File: src/rtl/i2c_pkg.sv
// Shared definitions for the I2C target and its bus front end.
//   state_t   : target FSM states
//   I2C_READ  : R/W bit value for a read transfer
//   I2C_WRITE : R/W bit value for a write transfer
package i2c_pkg;

    typedef enum logic [2:0] {
        IDLE     = 3'd0,
        ADDR     = 3'd1,
        ADDR_ACK = 3'd2,
        WR_DATA  = 3'd3,
        WR_ACK   = 3'd4,
        RD_DATA  = 3'd5,
        RD_ACK   = 3'd6,
        IGNORE   = 3'd7
    } state_t;

    localparam logic I2C_READ  = 1'b1;
    localparam logic I2C_WRITE = 1'b0;

endpackage

File: src/rtl/i2c_target_if.sv
// Bus and byte-handshake signals of the I2C target.
//   scl, sda_i : bus levels seen by the target
//   sda_oe     : 1 = target pulls SDA low
//   rx_data/rx_valid : received write byte and its one-cycle strobe
//   tx_data/tx_req   : read byte and its one-cycle fetch request
//   rw, busy   : R/W of the matched transaction, transaction-active flag
// slave  : the target's view
// master : the surrounding system / bus side
interface i2c_target_if;

    logic       scl;
    logic       sda_i;
    logic       sda_oe;
    logic [7:0] rx_data;
    logic       rx_valid;
    logic [7:0] tx_data;
    logic       tx_req;
    logic       rw;
    logic       busy;

    modport slave (
        input  scl, sda_i, tx_data,
        output sda_oe, rx_data, rx_valid, tx_req, rw, busy
    );

    modport master (
        output scl, sda_i, tx_data,
        input  sda_oe, rx_data, rx_valid, tx_req, rw, busy
    );

endinterface

File: src/rtl/i2c_bus_sync.sv
// SCL/SDA synchroniser and bus-event detector.
//   clk, reset   : system clock, synchronous active-high reset
//   scl, sda_i   : asynchronous bus levels
//   sda_s        : synchronised SDA level
//   scl_rise/scl_fall : single-cycle SCL edge strobes
//   start/stop   : single-cycle START / STOP condition strobes
module i2c_bus_sync #(
    parameter int unsigned SYNC_STAGES = 2
) (
    input  logic clk,
    input  logic reset,
    input  logic scl,
    input  logic sda_i,
    output logic sda_s,
    output logic scl_rise,
    output logic scl_fall,
    output logic start,
    output logic stop
);

    logic [SYNC_STAGES-1:0] scl_sync_q, scl_sync_d;
    logic [SYNC_STAGES-1:0] sda_sync_q, sda_sync_d;
    logic                   scl_prev_q, scl_prev_d;
    logic                   sda_prev_q, sda_prev_d;
    logic                   scl_s;

    assign scl_s = scl_sync_q[SYNC_STAGES-1];
    assign sda_s = sda_sync_q[SYNC_STAGES-1];

    always_comb begin
        scl_sync_d = {scl_sync_q[SYNC_STAGES-2:0], scl};
        sda_sync_d = {sda_sync_q[SYNC_STAGES-2:0], sda_i};
        scl_prev_d = scl_s;
        sda_prev_d = sda_s;
    end

    // Idle bus is high on both lines; resetting to 1 avoids a false edge
    // or START when reset is released on a quiet bus.
    always_ff @(posedge clk) begin
        if (reset) begin
            scl_sync_q <= '1;
            sda_sync_q <= '1;
            scl_prev_q <= 1'b1;
            sda_prev_q <= 1'b1;
        end else begin
            scl_sync_q <= scl_sync_d;
            sda_sync_q <= sda_sync_d;
            scl_prev_q <= scl_prev_d;
            sda_prev_q <= sda_prev_d;
        end
    end

    assign scl_rise = scl_s & ~scl_prev_q;
    assign scl_fall = ~scl_s & scl_prev_q;
    // SCL must be high in both samples so an SCL edge never looks like START/STOP.
    assign start    = scl_s & scl_prev_q & sda_prev_q & ~sda_s;
    assign stop     = scl_s & scl_prev_q & ~sda_prev_q & sda_s;

endmodule

File: src/rtl/i2c_target.sv
// 7-bit-address I2C target.
//   clk, reset : system clock (>= 8x SCL), synchronous active-high reset
//   bus        : i2c_target_if.slave -- SCL/SDA, rx byte + strobe,
//                tx byte + request strobe, rw and busy status
module i2c_target
    import i2c_pkg::*;
#(
    parameter logic [6:0]  DEV_ADDR    = 7'b1110000,
    parameter int unsigned SYNC_STAGES = 2
) (
    input logic           clk,
    input logic           reset,
    i2c_target_if.slave   bus
);

    logic sda_s, scl_rise, scl_fall, start, stop;

    i2c_bus_sync #(
        .SYNC_STAGES (SYNC_STAGES)
    ) u_bus_sync (
        .clk      (clk),
        .reset    (reset),
        .scl      (bus.scl),
        .sda_i    (bus.sda_i),
        .sda_s    (sda_s),
        .scl_rise (scl_rise),
        .scl_fall (scl_fall),
        .start    (start),
        .stop     (stop)
    );

    state_t     state_q, state_d;
    logic [3:0] cnt_q, cnt_d;
    logic [7:0] shift_q, shift_d;
    logic [7:0] tx_byte_q, tx_byte_d;
    logic       load_q, load_d;
    logic       sda_oe_q, sda_oe_d;
    logic [7:0] rx_data_q, rx_data_d;
    logic       rx_valid_q, rx_valid_d;
    logic       tx_req_q, tx_req_d;
    logic       rw_q, rw_d;
    logic       busy_q, busy_d;

    always_comb begin
        state_d    = state_q;
        cnt_d      = cnt_q;
        shift_d    = shift_q;
        tx_byte_d  = tx_byte_q;
        load_d     = 1'b0;
        sda_oe_d   = sda_oe_q;
        rx_data_d  = rx_data_q;
        rx_valid_d = 1'b0;
        tx_req_d   = 1'b0;
        rw_d       = rw_q;
        busy_d     = busy_q;

        if (stop) begin
            state_d  = IDLE;
            cnt_d    = '0;
            sda_oe_d = 1'b0;
            busy_d   = 1'b0;
        end else if (start) begin
            state_d  = ADDR;
            cnt_d    = '0;
            sda_oe_d = 1'b0;
            busy_d   = 1'b0;
        end else begin
            case (state_q)
                IDLE: ;

                ADDR: begin
                    if (scl_rise && cnt_q != 4'd8) begin
                        shift_d = {shift_q[6:0], sda_s};
                        cnt_d   = cnt_q + 4'd1;
                    end else if (scl_fall && cnt_q == 4'd8) begin
                        cnt_d = '0;
                        if (shift_q[7:1] == DEV_ADDR) begin
                            sda_oe_d = 1'b1;
                            rw_d     = shift_q[0];
                            busy_d   = 1'b1;
                            state_d  = ADDR_ACK;
                        end else begin
                            sda_oe_d = 1'b0;
                            state_d  = IGNORE;
                        end
                    end
                end

                ADDR_ACK: begin
                    if (scl_fall) begin
                        cnt_d = '0;
                        if (rw_q == I2C_WRITE) begin
                            sda_oe_d = 1'b0;
                            state_d  = WR_DATA;
                        end else begin
                            // ACK stays driven until the fetched byte's MSB
                            // replaces it on the load cycle.
                            state_d  = RD_DATA;
                            tx_req_d = 1'b1;
                            load_d   = 1'b1;
                        end
                    end
                end

                WR_DATA: begin
                    if (scl_rise && cnt_q != 4'd8) begin
                        shift_d = {shift_q[6:0], sda_s};
                        cnt_d   = cnt_q + 4'd1;
                        if (cnt_q == 4'd7) begin
                            rx_data_d  = {shift_q[6:0], sda_s};
                            rx_valid_d = 1'b1;
                        end
                    end else if (scl_fall && cnt_q == 4'd8) begin
                        cnt_d    = '0;
                        sda_oe_d = 1'b1;
                        state_d  = WR_ACK;
                    end
                end

                WR_ACK: begin
                    if (scl_fall) begin
                        cnt_d    = '0;
                        sda_oe_d = 1'b0;
                        state_d  = WR_DATA;
                    end
                end

                RD_DATA: begin
                    // load_q marks the cycle after tx_req: capture the byte
                    // and present its MSB while SCL is still low.
                    if (load_q) begin
                        tx_byte_d = bus.tx_data;
                        sda_oe_d  = ~bus.tx_data[7];
                    end else if (scl_rise && cnt_q != 4'd8) begin
                        cnt_d = cnt_q + 4'd1;
                    end else if (scl_fall) begin
                        if (cnt_q == 4'd8) begin
                            cnt_d    = '0;
                            sda_oe_d = 1'b0;
                            state_d  = RD_ACK;
                        end else begin
                            sda_oe_d = ~tx_byte_q[3'd7 - cnt_q[2:0]];
                        end
                    end
                end

                RD_ACK: begin
                    if (scl_rise && sda_s) begin
                        sda_oe_d = 1'b0;
                        state_d  = IGNORE;
                    end else if (scl_fall) begin
                        cnt_d    = '0;
                        tx_req_d = 1'b1;
                        load_d   = 1'b1;
                        state_d  = RD_DATA;
                    end
                end

                IGNORE: sda_oe_d = 1'b0;

                default: begin
                    state_d  = IDLE;
                    sda_oe_d = 1'b0;
                end
            endcase
        end
    end

    always_ff @(posedge clk) begin
        if (reset) begin
            state_q    <= IDLE;
            cnt_q      <= '0;
            shift_q    <= '0;
            tx_byte_q  <= '0;
            load_q     <= 1'b0;
            sda_oe_q   <= 1'b0;
            rx_data_q  <= '0;
            rx_valid_q <= 1'b0;
            tx_req_q   <= 1'b0;
            rw_q       <= 1'b0;
            busy_q     <= 1'b0;
        end else begin
            state_q    <= state_d;
            cnt_q      <= cnt_d;
            shift_q    <= shift_d;
            tx_byte_q  <= tx_byte_d;
            load_q     <= load_d;
            sda_oe_q   <= sda_oe_d;
            rx_data_q  <= rx_data_d;
            rx_valid_q <= rx_valid_d;
            tx_req_q   <= tx_req_d;
            rw_q       <= rw_d;
            busy_q     <= busy_d;
        end
    end

    assign bus.sda_oe   = sda_oe_q;
    assign bus.rx_data  = rx_data_q;
    assign bus.rx_valid = rx_valid_q;
    assign bus.tx_req   = tx_req_q;
    assign bus.rw       = rw_q;
    assign bus.busy     = busy_q;

endmodule

File: src/flat_wrapper.sv
// flat-port wrapper written by rule: the top's interface ports become plain ports
module i2c_target_flat import i2c_pkg::*;
#(
    parameter logic [6:0]  DEV_ADDR    = 7'b1110000,
    parameter int unsigned SYNC_STAGES = 2
)
  (clk, reset, bus_scl, bus_sda_i, bus_tx_data, bus_sda_oe, bus_rx_data, bus_rx_valid, bus_tx_req, bus_rw, bus_busy);
  i2c_target_if bus_i ();
  input logic clk;
  input logic reset;
  input wire logic [$bits(bus_i.scl)-1:0] bus_scl;
  input wire logic [$bits(bus_i.sda_i)-1:0] bus_sda_i;
  input wire logic [$bits(bus_i.tx_data)-1:0] bus_tx_data;
  output wire logic [$bits(bus_i.sda_oe)-1:0] bus_sda_oe;
  output wire logic [$bits(bus_i.rx_data)-1:0] bus_rx_data;
  output wire logic [$bits(bus_i.rx_valid)-1:0] bus_rx_valid;
  output wire logic [$bits(bus_i.tx_req)-1:0] bus_tx_req;
  output wire logic [$bits(bus_i.rw)-1:0] bus_rw;
  output wire logic [$bits(bus_i.busy)-1:0] bus_busy;
  assign bus_i.scl = bus_scl;
  assign bus_i.sda_i = bus_sda_i;
  assign bus_i.tx_data = bus_tx_data;
  assign bus_sda_oe = bus_i.sda_oe;
  assign bus_rx_data = bus_i.rx_data;
  assign bus_rx_valid = bus_i.rx_valid;
  assign bus_tx_req = bus_i.tx_req;
  assign bus_rw = bus_i.rw;
  assign bus_busy = bus_i.busy;
  i2c_target #(.DEV_ADDR(DEV_ADDR), .SYNC_STAGES(SYNC_STAGES)) u_core (.clk(clk), .reset(reset), .bus(bus_i));
endmodule
File: config.mk
export PLATFORM = sky130hd
export DESIGN_NAME = i2c_target_flat
export DESIGN_NICKNAME = d
export VERILOG_FILES = /design/src/rtl/i2c_pkg.sv /design/src/rtl/i2c_target_if.sv /design/src/rtl/i2c_bus_sync.sv /design/src/rtl/i2c_target.sv /design/src/flat_wrapper.sv
export SDC_FILE = /design/constraint.sdc
export NUM_CORES = 1
export LEC_CHECK = 0
export CAP_MARGIN = 20
export CORE_AREA = 8 8 73 75
export DETAILED_ROUTE_END_ITERATION = 10
export DIE_AREA = 0 0 81 83
export GPL_TIMING_DRIVEN = 1
export MAX_ROUTING_LAYER = met4
export PLACE_DENSITY = 0.72
export SLEW_MARGIN = 25
export SYNTH_ARGS = -nofsm -noshare
export SYNTH_HDL_FRONTEND = slang
export SYNTH_HIERARCHICAL = 1
export SYNTH_SLANG_ARGS = --single-unit
File: constraint.sdc
create_clock -name clk -period 2.09 [get_ports clk]
set_clock_uncertainty 0.1 [all_clocks]
set_input_delay 0.627 -clock clk [delete_from_list [all_inputs] [get_ports clk]]
set_output_delay 0.627 -clock clk [all_outputs]
set_load 0.005 [all_outputs]
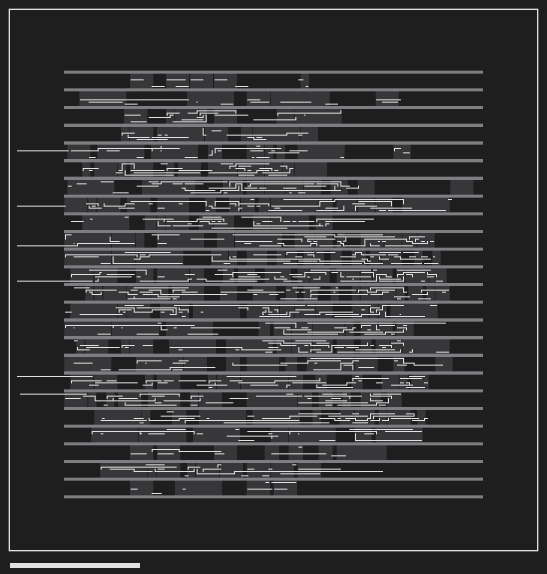
met1.png
The bar under the picture is 20 µm long. Supply wires on this layer in grey. Cells faint in the background.
wire length on this layer: 2110 µm
longest straight run: 22.8 µm

==> results.sh <==
# implementation run metrics
export IMPL_nClkBuffers=5
export IMPL_buffer_area_share_pct=16.75
export IMPL_cts_resized_gates=0
export IMPL_outcome="complete, no violations"
export IMPL_wl_met3_um=235
export IMPL_drv_cap=0
export IMPL_fill_cells=364
export IMPL_drtAntennaViolNets=0
export IMPL_vias=1685
export IMPL_top_area_share_pct=42.80
export IMPL_p_total_mw=1.430
export IMPL_yosysMostFrequentCell="dfxtp_1"
export IMPL_path_max_fanout=5
export IMPL_hold_class="reg2reg"
export IMPL_crit_end="bus_rw"
export IMPL_top_layer="met4"
export IMPL_rr_endpoint="u_core/cnt_q[3]"
export IMPL_antenna_found_initial=0
export IMPL_worstReg2RegStart="u_core/u_bus_sync/scl_sync_q[1]"
export IMPL_crit_chain="clkdlybuf4s50_1"
export IMPL_regArea_um2=843.3
export IMPL_hold_depth=1
export IMPL_p_leak_nw=1.117
export IMPL_drtIter0Drc=158
export IMPL_dp_cells=302
export IMPL_dr_pass1_iters=4
export IMPL_cp_top_family="buffers and inverters"
export IMPL_start_kind="register"
export IMPL_area_delta_synth_final_pct=27.77
export IMPL_synth_adder_area_share_pct=1.274
export IMPL_worst_pin_slew_ns=0.3668
export IMPL_holdPathEnd="u_core/u_bus_sync/sda_sync_q[1]"
export IMPL_cts_root_buf="clkbuf_8"
export IMPL_slowest_delay_ns=0.55
export IMPL_track_usage_pct=14.07
export IMPL_n_all_inverters=4
export IMPL_lay_top_cells="dfxtp_1, nor2_1, mux2i_1, clkdlybuf4s50_1, buf_4"
export IMPL_ys_warnings_count=6
export IMPL_warnings=27
export IMPL_top_cells_by_count="dfxtp_1, nor2_1, mux2i_1, nand3_1"
export IMPL_fin_util_pct=59.70
export IMPL_reg2reg_slack_ns=0.11
export IMPL_vias_per_cell=5.435
export IMPL_comb_area_share_pct=42.97
export IMPL_area_leaders="dfxtp_1, mux2i_1, nor2_1"
export IMPL_combGateArea_um2=1079
export IMPL_cpMaxStageDelayCell="clkdlybuf4s50_1"
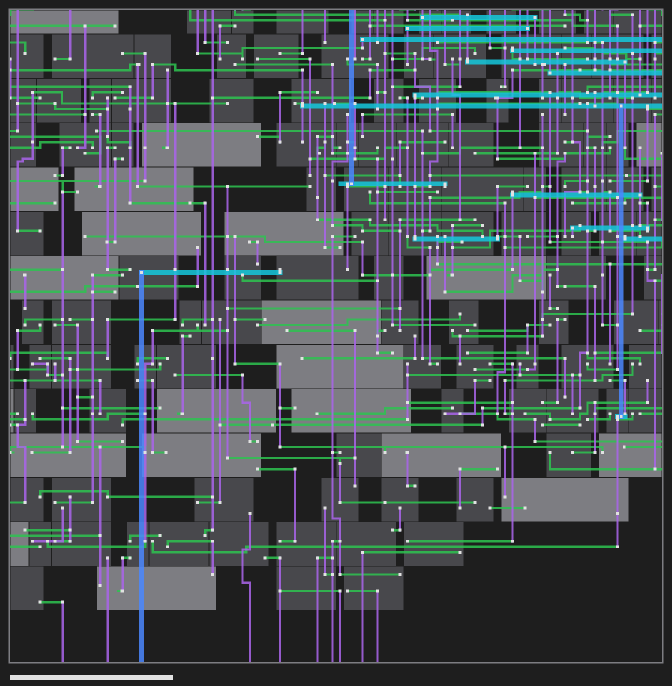
zoom.png
The bar under the picture is 10 µm long. Window x 20 to 60, y 5 to 45 µm. Cells in grey, sequential cells in the stronger grey; small squares are vias.
legend:
  cyan:
    layer: met3
  green:
    layer: met1
  purple:
    layer: met2
  blue:
    layer: met4
most frequent: nor2_1 (16), dfxtp_1 (15)
cells with their middle in the window: 124
netlist names of flops here include: u_core/shift_q (5), u_core/bus.rx_data (2), u_core/state_q (2)
sequential cells in the window: 17

flip-flops by register name (all words and copies together) (netlist names):
signal	cells
u_core/u_bus_sync/scl_prev_q	1
u_core/u_bus_sync/sda_sync_q	2
u_core/cnt_q	4
u_core/bus.rx_valid	1
u_core/bus.busy	1
u_core/bus.tx_req	1
u_core/u_bus_sync/sda_prev_q	1
u_core/bus.rx_data	8
u_core/bus.rw	1
u_core/u_bus_sync/scl_sync_q	2
u_core/state_q	3
u_core/tx_byte_q	8
u_core/bus.sda_oe	1
u_core/shift_q	8
power groups by stage:
stage                     clock (mW)  combinational (mW)  sequential [mW]
final                          0.516              0.0994            0.815
after global routing           0.562               0.109            0.816
after global placement             0              0.0965            0.833
after floorplan                    0              0.0505            0.828
after detailed placement           0              0.0973            0.833
after CTS                      0.528              0.0980            0.814
Power figures rest on the tool's default switching activity, not on a simulated workload.
